### config.mk
export PLATFORM = sky130hd
export DESIGN_NAME = snn_tile_sched
export DESIGN_NICKNAME = d
export VERILOG_FILES = /design/src/rtl/snn_pkg.sv /design/src/rtl/snn_idx_counter.sv /design/src/rtl/snn_tile_sched.sv
export SDC_FILE = /design/constraint.sdc
export NUM_CORES = 1
export LEC_CHECK = 0
export CELL_PAD_IN_SITES_DETAIL_PLACEMENT = 1
export CELL_PAD_IN_SITES_GLOBAL_PLACEMENT = 1
export CORE_MARGIN = 1.5
export CORE_UTILIZATION = 38
export CTS_CLUSTER_DIAMETER = 30
export DETAILED_ROUTE_END_ITERATION = 6
export HOLD_SLACK_MARGIN = 0.15
export PLACE_DENSITY_LB_ADDON = 0.1
export SYNTH_ARGS = -nofsm -noshare
export SYNTH_HDL_FRONTEND = slang
export SYNTH_SLANG_ARGS = --single-unit
### constraint.sdc
create_clock -name clk -period 3.79 [get_ports clk]
set_input_delay 0.5685 -clock clk [delete_from_list [all_inputs] [get_ports clk]]
set_output_delay 0.5685 -clock clk [all_outputs]
set_load 0.01 [all_outputs]
### src/rtl/snn_pkg.sv
// snn_pkg
//   Shared definitions for the neuron-tile scheduler: the scheduler state
//   encoding, the default network sizes, and a helper that derives index
//   widths (never narrower than one bit).
package snn_pkg;

  localparam int SIZE_COUNTERS = 5;
  localparam int NUM_INPUTS    = 32;
  localparam int NUM_TILES     = 16;
  localparam int NUM_LAYERS    = 3;

  typedef enum logic [2:0] {
    S_IDLE  = 3'd0,
    S_LDV   = 3'd1,
    S_SCAN  = 3'd2,
    S_FETCH = 3'd3,
    S_CAPT  = 3'd4,
    S_FIRE  = 3'd5,
    S_WB    = 3'd6,
    S_DONE  = 3'd7
  } sched_state_t;

  // Width needed to index n items; a single item still gets a 1-bit index.
  function automatic int idx_width(input int n);
    return (n > 1) ? $clog2(n) : 1;
  endfunction

endpackage

### src/rtl/snn_idx_counter.sv
// snn_idx_counter
//   Terminal-count index counter. Counts 0 .. term-1 and wraps back to 0 by
//   an explicit compare, so it never relies on natural overflow.
// Ports:
//   clk    in  1  clock, rising edge
//   reset  in  1  asynchronous active-high reset, count -> 0
//   clr    in  1  synchronous clear to 0 (wins over inc)
//   inc    in  1  advance by one, wrapping from term-1 to 0
//   count  out W  current index
//   last   out 1  count is at term-1 (wrap flag)
module snn_idx_counter
  import snn_pkg::*;
#(
  parameter int W    = 5,
  parameter int TERM = 32
) (
  input  logic         clk,
  input  logic         reset,
  input  logic         clr,
  input  logic         inc,
  output logic [W-1:0] count,
  output logic         last
);

  localparam logic [W-1:0] LAST_VAL = W'(TERM - 1);

  assign last = (count == LAST_VAL);

  always_ff @(posedge clk or posedge reset) begin
    if (reset) begin
      count <= '0;
    end else if (clr) begin
      count <= '0;
    end else if (inc) begin
      count <= last ? '0 : count + 1'b1;
    end
  end

endmodule

### src/rtl/snn_tile_sched.sv
// snn_tile_sched
//   Sequencer for the neuron_tile datapath. For every layer and tile it loads
//   the tile's membrane potentials, walks the input axons skipping zero
//   spikes, fetches one weight row per active axon, fires the tile and
//   commands the vmem writeback.
// Ports:
//   clk, reset        clock and asynchronous active-high reset
//   start             begin an inference (only looked at in IDLE)
//   busy, done        run in progress / one-cycle completion pulse
//   spike_addr        spike buffer read address (current axon)
//   spike_bit         spike buffer data for spike_addr (combinational)
//   mem_req, mem_vmem memory request; mem_vmem=1 selects vmem, 0 weights
//   mem_ack           memory data valid this cycle
//   layer_idx, tile_idx  current layer / tile
//   tile_enable, tile_memReady, tile_finished  neuron_tile controls
//   vmem_we           one-cycle vmem writeback strobe
module snn_tile_sched
  import snn_pkg::*;
#(
  parameter int  size_counters = SIZE_COUNTERS,
  parameter int  num_inputs    = NUM_INPUTS,
  parameter int  num_tiles     = NUM_TILES,
  parameter int  num_layers    = NUM_LAYERS,
  localparam int TW            = idx_width(num_tiles),
  localparam int LW            = idx_width(num_layers)
) (
  input  logic                     clk,
  input  logic                     reset,
  input  logic                     start,
  output logic                     busy,
  output logic                     done,
  output logic [size_counters-1:0] spike_addr,
  input  logic                     spike_bit,
  output logic                     mem_req,
  output logic                     mem_vmem,
  input  logic                     mem_ack,
  output logic [LW-1:0]            layer_idx,
  output logic [TW-1:0]            tile_idx,
  output logic                     tile_enable,
  output logic                     tile_memReady,
  output logic                     tile_finished,
  output logic                     vmem_we
);

  sched_state_t state, state_next;
  logic         vmem_flag, vmem_flag_next;

  logic axon_clr, axon_inc, axon_last;
  logic tile_clr, tile_inc, tile_last;
  logic layer_clr, layer_inc, layer_last;

  snn_idx_counter #(.W(size_counters), .TERM(num_inputs)) u_axon (
    .clk   (clk),
    .reset (reset),
    .clr   (axon_clr),
    .inc   (axon_inc),
    .count (spike_addr),
    .last  (axon_last)
  );

  snn_idx_counter #(.W(TW), .TERM(num_tiles)) u_tile (
    .clk   (clk),
    .reset (reset),
    .clr   (tile_clr),
    .inc   (tile_inc),
    .count (tile_idx),
    .last  (tile_last)
  );

  snn_idx_counter #(.W(LW), .TERM(num_layers)) u_layer (
    .clk   (clk),
    .reset (reset),
    .clr   (layer_clr),
    .inc   (layer_inc),
    .count (layer_idx),
    .last  (layer_last)
  );

  always_ff @(posedge clk or posedge reset) begin
    if (reset) begin
      state     <= S_IDLE;
      vmem_flag <= 1'b0;
    end else begin
      state     <= state_next;
      vmem_flag <= vmem_flag_next;
    end
  end

  always_comb begin
    state_next     = state;
    vmem_flag_next = vmem_flag;
    axon_clr       = 1'b0;
    axon_inc       = 1'b0;
    tile_clr       = 1'b0;
    tile_inc       = 1'b0;
    layer_clr      = 1'b0;
    layer_inc      = 1'b0;
    mem_req        = 1'b0;
    mem_vmem       = 1'b0;
    tile_memReady  = 1'b0;
    tile_finished  = 1'b0;
    vmem_we        = 1'b0;
    done           = 1'b0;

    unique case (state)
      S_IDLE: begin
        if (start) begin
          axon_clr   = 1'b1;
          tile_clr   = 1'b1;
          layer_clr  = 1'b1;
          state_next = S_LDV;
        end
      end

      S_LDV: begin
        mem_req  = 1'b1;
        mem_vmem = 1'b1;
        if (mem_ack) begin
          vmem_flag_next = 1'b1;
          state_next     = S_CAPT;
        end
      end

      S_SCAN: begin
        if (spike_bit) begin
          // The weight request goes out in the scan cycle itself, so an
          // active axon costs only request + capture cycles. If the ack
          // is not immediate, FETCH holds the request with the axon
          // counter frozen.
          mem_req = 1'b1;
          if (mem_ack) begin
            state_next = S_CAPT;
          end else begin
            state_next = S_FETCH;
          end
        end else begin
          axon_inc = 1'b1;
          if (axon_last) begin
            state_next = S_FIRE;
          end
        end
      end

      S_FETCH: begin
        mem_req = 1'b1;
        if (mem_ack) begin
          state_next = S_CAPT;
        end
      end

      S_CAPT: begin
        tile_memReady = 1'b1;
        if (vmem_flag) begin
          vmem_flag_next = 1'b0;
          axon_clr       = 1'b1;
          state_next     = S_SCAN;
        end else begin
          axon_inc   = 1'b1;
          state_next = axon_last ? S_FIRE : S_SCAN;
        end
      end

      S_FIRE: begin
        tile_finished = 1'b1;
        state_next    = S_WB;
      end

      S_WB: begin
        vmem_we = 1'b1;
        if (tile_last && layer_last) begin
          // Leave the indices parked on the final layer/tile.
          state_next = S_DONE;
        end else begin
          tile_inc   = 1'b1;
          layer_inc  = tile_last;
          state_next = S_LDV;
        end
      end

      S_DONE: begin
        done       = 1'b1;
        state_next = S_IDLE;
      end

      default: begin
        state_next = S_IDLE;
      end
    endcase
  end

  assign busy        = (state != S_IDLE);
  assign tile_enable = (state != S_IDLE) && (state != S_DONE);

endmodule

==> flow_metrics.tcl, run 1 <==
# metrics dict for downstream scripts
set metrics [dict create \
    stage_log_warnings 26 \
    worst_setup_hold_path_clk_slew_ns 0.10 \
    gp_routability_congestion 0.827 \
    count_of_nets_after_finishing 146 \
    post-route-util 0.504 \
    report.power.total_mw 0.751 \
    hpwlAfterDp_um 1760 \
    synth.yosys.warnings 0 \
    share_comb_of_total_power 0.488 \
    comb_cells 87 \
    fp-row-count 18 \
    iteration_count_of_the_initial_detailed_routing_pass 4 \
    synthTopCellsByArea "sky130_fd_sc_hd__dfrtp_1 (39%), sky130_fd_sc_hd__nand2_1 (5.0%), sky130_fd_sc_hd__a21oi_1 (4.7%)" \
    sequentialPowerShare 0.382 \
    cts_bufs_inserted 3 \
    setup.worst_path.start_class "flop" \
    timing.final.crit_share 0.680 \
    fmax_ghz 0.388 \
    run_status "finished clean" \
    buffers_excl_clock 23 \
    cts.repair.resized 0 \
    cp_data_required_time_ns 3.22 \
    crit-reg2reg-capture "state[0]" \
    flop_cell "sky130_fd_sc_hd__dfrtp_1" \
    grt_pass1_wl_um 3900 \
    fin_setup_tns_ns 0 \
    whs_endpoint "u_axon.count[4]" \
    clkSinkCount 15 \
    core_util_floorplan 0.394 \
    worst-r2r-cell-count 7 \
    syn_inst_count 115 \
    critPathKind "flop to output port" \
    overflow 0 \
    worst_setup_path_endpoint "tile_finished" \
    timing.hold.ws_ns 0.536 \
    edf_count 0 \
    cts.repair_timing.setup_buffer_count 0 \
    drt-vias-per-instance 5.47 \
    design.seq.count 15 \
    diode_count 0 \
    critical_path_arrival_ns 2.01 \
    r2r-start "u_axon.count[0]" \
    place_inst 163 \
    whs_path_depth 2 \
    first_iter_violations 10 \
    hold_class "flop to flop" \
    final.fill_count 299 \
    area_share_clock_buf_inv 0.0213 \
]
==> run 1: synth_stat cells, types with 2 or more instances <==
library cell,number
sky130_fd_sc_hd__nand2b_1,4
sky130_fd_sc_hd__o21ai_0,7
sky130_fd_sc_hd__ha_1,3
sky130_fd_sc_hd__dfrtp_1,15
sky130_fd_sc_hd__o21ai_1,5
sky130_fd_sc_hd__nand3_1,3
sky130_fd_sc_hd__and3_1,4
sky130_fd_sc_hd__a21oi_1,9
sky130_fd_sc_hd__inv_1,6
sky130_fd_sc_hd__buf_2,2
sky130_fd_sc_hd__inv_2,2
sky130_fd_sc_hd__nand2_1,13
sky130_fd_sc_hd__nor3_1,2
sky130_fd_sc_hd__nand3b_1,2
sky130_fd_sc_hd__o22ai_1,3
sky130_fd_sc_hd__nor2_1,10
==> run 1: worst max-delay path, stage by stage (launching register included) <==
cell,delay (ns)
sky130_fd_sc_hd__dfrtp_1,0.65
sky130_fd_sc_hd__nor2b_1,0.33
sky130_fd_sc_hd__and2_4,0.20
sky130_fd_sc_hd__clkdlybuf4s50_1,0.53
==> run 1: per-layer routing <==
layer	track usage	wire length (µm)
met5	0	0
met2	0.325	1090
met1	0.232	1100
met4	0.0897	46
met3	0.0452	89
==> run 1: cell families (layout without fill, tap and decap cells) <==
group                      count (synthesis)  in the layout  share of synthesized area
and+or+nand+nor                           49             49                      0.288
AOI/OAI and AO/OA                         33             33                      0.208
DFF                                       15             15                      0.388
buffers and inverters                     13             35                     0.0581
adders and majority gates                  3              3                     0.0388
xor gates and xnor gates                   1              1                    0.00905
muxes                                      1              1                     0.0103
==> run 1: state kept, by name, summed over array words and instances (netlist names) <==
signal and flops:
u_axon.count 5, u_tile.count 4, state 3, u_layer.count 2, vmem_flag 1
run_1/wires.png
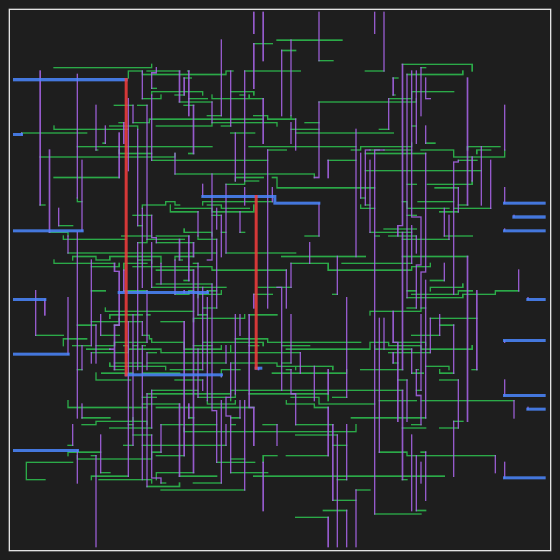
| colour | layer | wire length |
|---|---|---|
| red | metal 4 | 46.2 µm |
| green | metal 1 | 1100 µm |
| blue | metal 3 | 89.2 µm |
| purple | metal 2 | 1090 µm |
wirelength, routed: 2320 µm
total global routing track utilization: 0.194
via count: 914

run_1/layer_met1.png
Supply wires on this layer in grey.
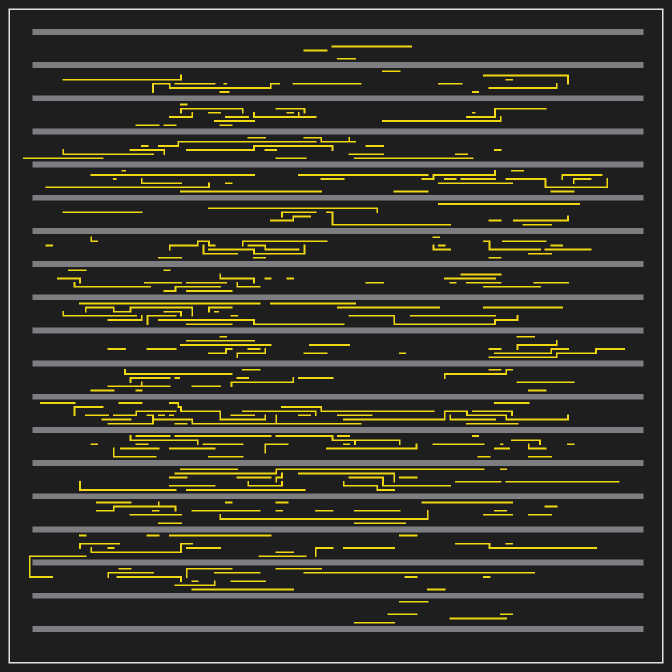
wire length on this layer: 1100 µm
share of all routed wire: 47%
longest straight run: 18.9 µm
nets with wire on the layer: 120
main direction: horizontal
global-route track usage on met1: 0.232

run_1/metal_density.png
The die is cut into 11 by 11 equal tiles; black is low, pale yellow is high, scaled to the fullest tile. Values are wire area over tile area, all layers added.
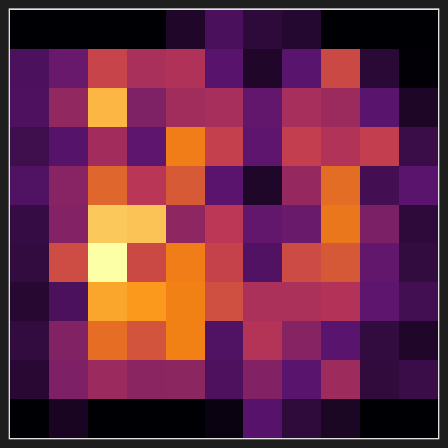
emptiest ninth of the die: south-east
tiles over half the peak: 22%
nearly empty tiles: 12%
mean over tiles: 0.13
densest ninth of the die: west

run_1/placement.png
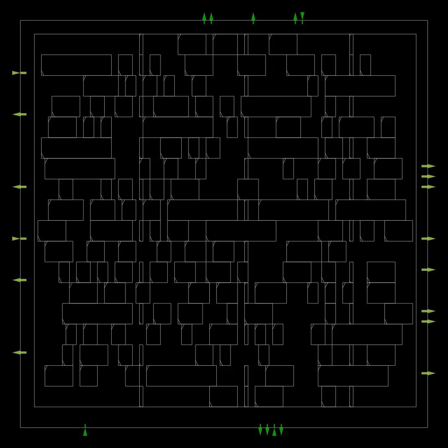

==> run 2: changes to the inputs <==
- CORE_UTILIZATION: 38 -> 32
- clock period: 3.79 -> 2.1 ns (I/O delays scaled with it)
run_2/placement.png
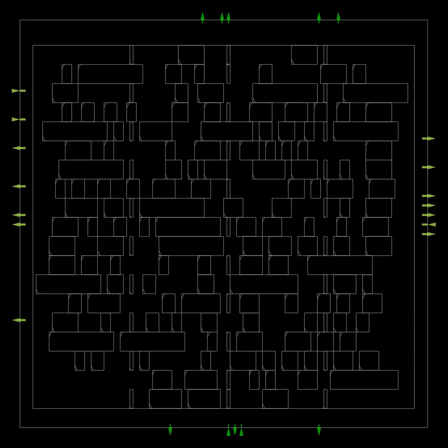
final std cells w/o fill: 175
sequential portion of the cell area: 0.288
share of the core filled with cells in the final layout: 0.467

run_2/metal_density.png
The die is cut into 12 by 12 equal tiles; black is low, pale yellow is high, scaled to the fullest tile. Values are wire area over tile area, all layers added.
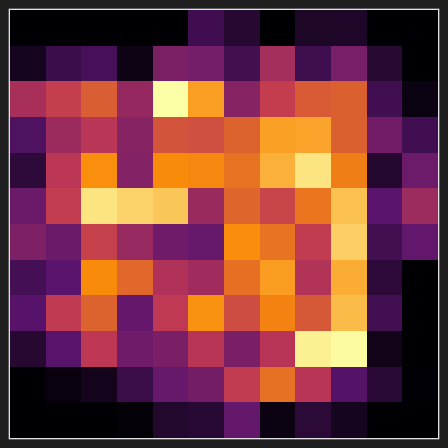
tiles over half the peak: 35%
fullest tile: 0.33
nearly empty tiles: 14%
emptiest ninth of the die: south-west

==> flow_metrics.tcl, run 2 <==
# metrics dict for downstream scripts
set metrics [dict create \
    fin_setup_tns_ns 0 \
    hold_class "input pin to async pin" \
    maxUsedRoutingLayer "met4" \
    final.fill_count 355 \
    fmax_ghz 0.497 \
    buffers_excl_clock 30 \
    core_util_floorplan 0.345 \
    reg.largest.list "u_axon.count x5, u_tile.count x4, state x3" \
    flop_cell "sky130_fd_sc_hd__dfrtp_1" \
    most_common_cell "sky130_fd_sc_hd__dfrtp_1" \
    overflow 0 \
    synthTopCellsByCount "sky130_fd_sc_hd__dfrtp_1 (15), sky130_fd_sc_hd__nand2_1 (13), sky130_fd_sc_hd__nor2_1 (10)" \
    cts.repair_timing.setup_buffer_count 0 \
    count_of_nets_after_finishing 153 \
    run_status "finished clean" \
    largest_register_ffs 5 \
    share_comb_of_total_power 0.560 \
    detailroute.wirelength.met3_um 82 \
    cp.buffers_inverters 1 \
    place_inst 171 \
    report.power.total_mw 1.47 \
    stage_log_warnings 26 \
    hpwlAfterDp_um 2020 \
    met1Wirelength_um 1360 \
    grt_pass1_wl_um 4680 \
    critical-path-max-stage-delay_ns 0.53 \
    largest_register "u_axon.count" \
    diode_count 0 \
    timing.final.crit_share 0.958 \
    worstPathCellList "nor2b_2 > and2_4 > clkdlybuf4s50_1" \
    critical_path_arrival_ns 1.70 \
    area_share_clock_buf_inv 0.0200 \
    detailroute.via_count 951 \
    synthTopCellsByArea "sky130_fd_sc_hd__dfrtp_1 (39%), sky130_fd_sc_hd__nand2_1 (5.0%), sky130_fd_sc_hd__a21oi_1 (4.7%)" \
    setup.worst_path.start_class "flop" \
    clkSinkCount 15 \
    grtUsageTotal 0.179 \
    timing.hold.ws_ns 0.386 \
    wire_length_on_met2_um 1310 \
    cp_data_required_time_ns 1.78 \
    drt-vias-per-instance 5.43 \
    synth.yosys.warnings 0 \
    comb_cells 87 \
    design.seq.count 15 \
    iteration_count_of_the_initial_detailed_routing_pass 6 \
    top_cell_family_by_delay_on_the_critical_path "flip-flops" \
]
[run 2: cell types whose count changed in the layout (fill, tap and decap cells not counted), sizes merged]
cell	change
clkdlybuf4s50	-2
buf	+7
dlymetal6s2s	+2
[run 2: worst reg2reg max path, cell delays in order, from the launching register on]
cell	delay (ns)
sky130_fd_sc_hd__dfrtp_1	0.42
sky130_fd_sc_hd__ha_1	0.21
sky130_fd_sc_hd__and3_1	0.17
sky130_fd_sc_hd__ha_1	0.22
sky130_fd_sc_hd__nand2b_1	0.10
sky130_fd_sc_hd__nor3b_1	0.35
sky130_fd_sc_hd__o22ai_1	0.14
sky130_fd_sc_hd__o21ai_1	0.08
[run 2: logic make-up (layout without fill, tap and decap cells)]
group / count (synthesis) / after routing / share of synthesized area
adder cells (fa/ha/maj): 3 / 3 / 0.0388
AND-OR/OR-AND: 33 / 33 / 0.208
XOR/XNOR: 1 / 1 / 0.00905
multiplexers: 1 / 1 / 0.0103
AND/OR/NAND/NOR: 49 / 49 / 0.288
flip-flops: 15 / 15 / 0.388
buffers and inverters: 13 / 42 / 0.0581
[run 2: routing by layer]
metal  global-route usage  up-vias
li1                     -      468
met2                0.291       17
met1                0.240      464
met4               0.0332        0
met5                    0        -
met3               0.0491        2
[run 2: final timing paths]
kind,from,end,slack (ns),cells after the start
hold reg to reg,u_axon.count[4],u_axon.count[4],0.54,2
hold / removal,reset,u_tile.count[0],0.39,2
max in group asynchronous,reset,state[0],1.29,2
setup reg to reg,u_axon.count[0],state[0],0.34,7
min in group clk,u_axon.count[4],u_axon.count[4],0.54,2
setup / recovery,state[1],tile_finished,0.09,3
[run 2: timing repair]
item,in CTS,in global routing
hold endpoints to repair,0,0
endpoints found under the setup margin,3,3
resized,2,5
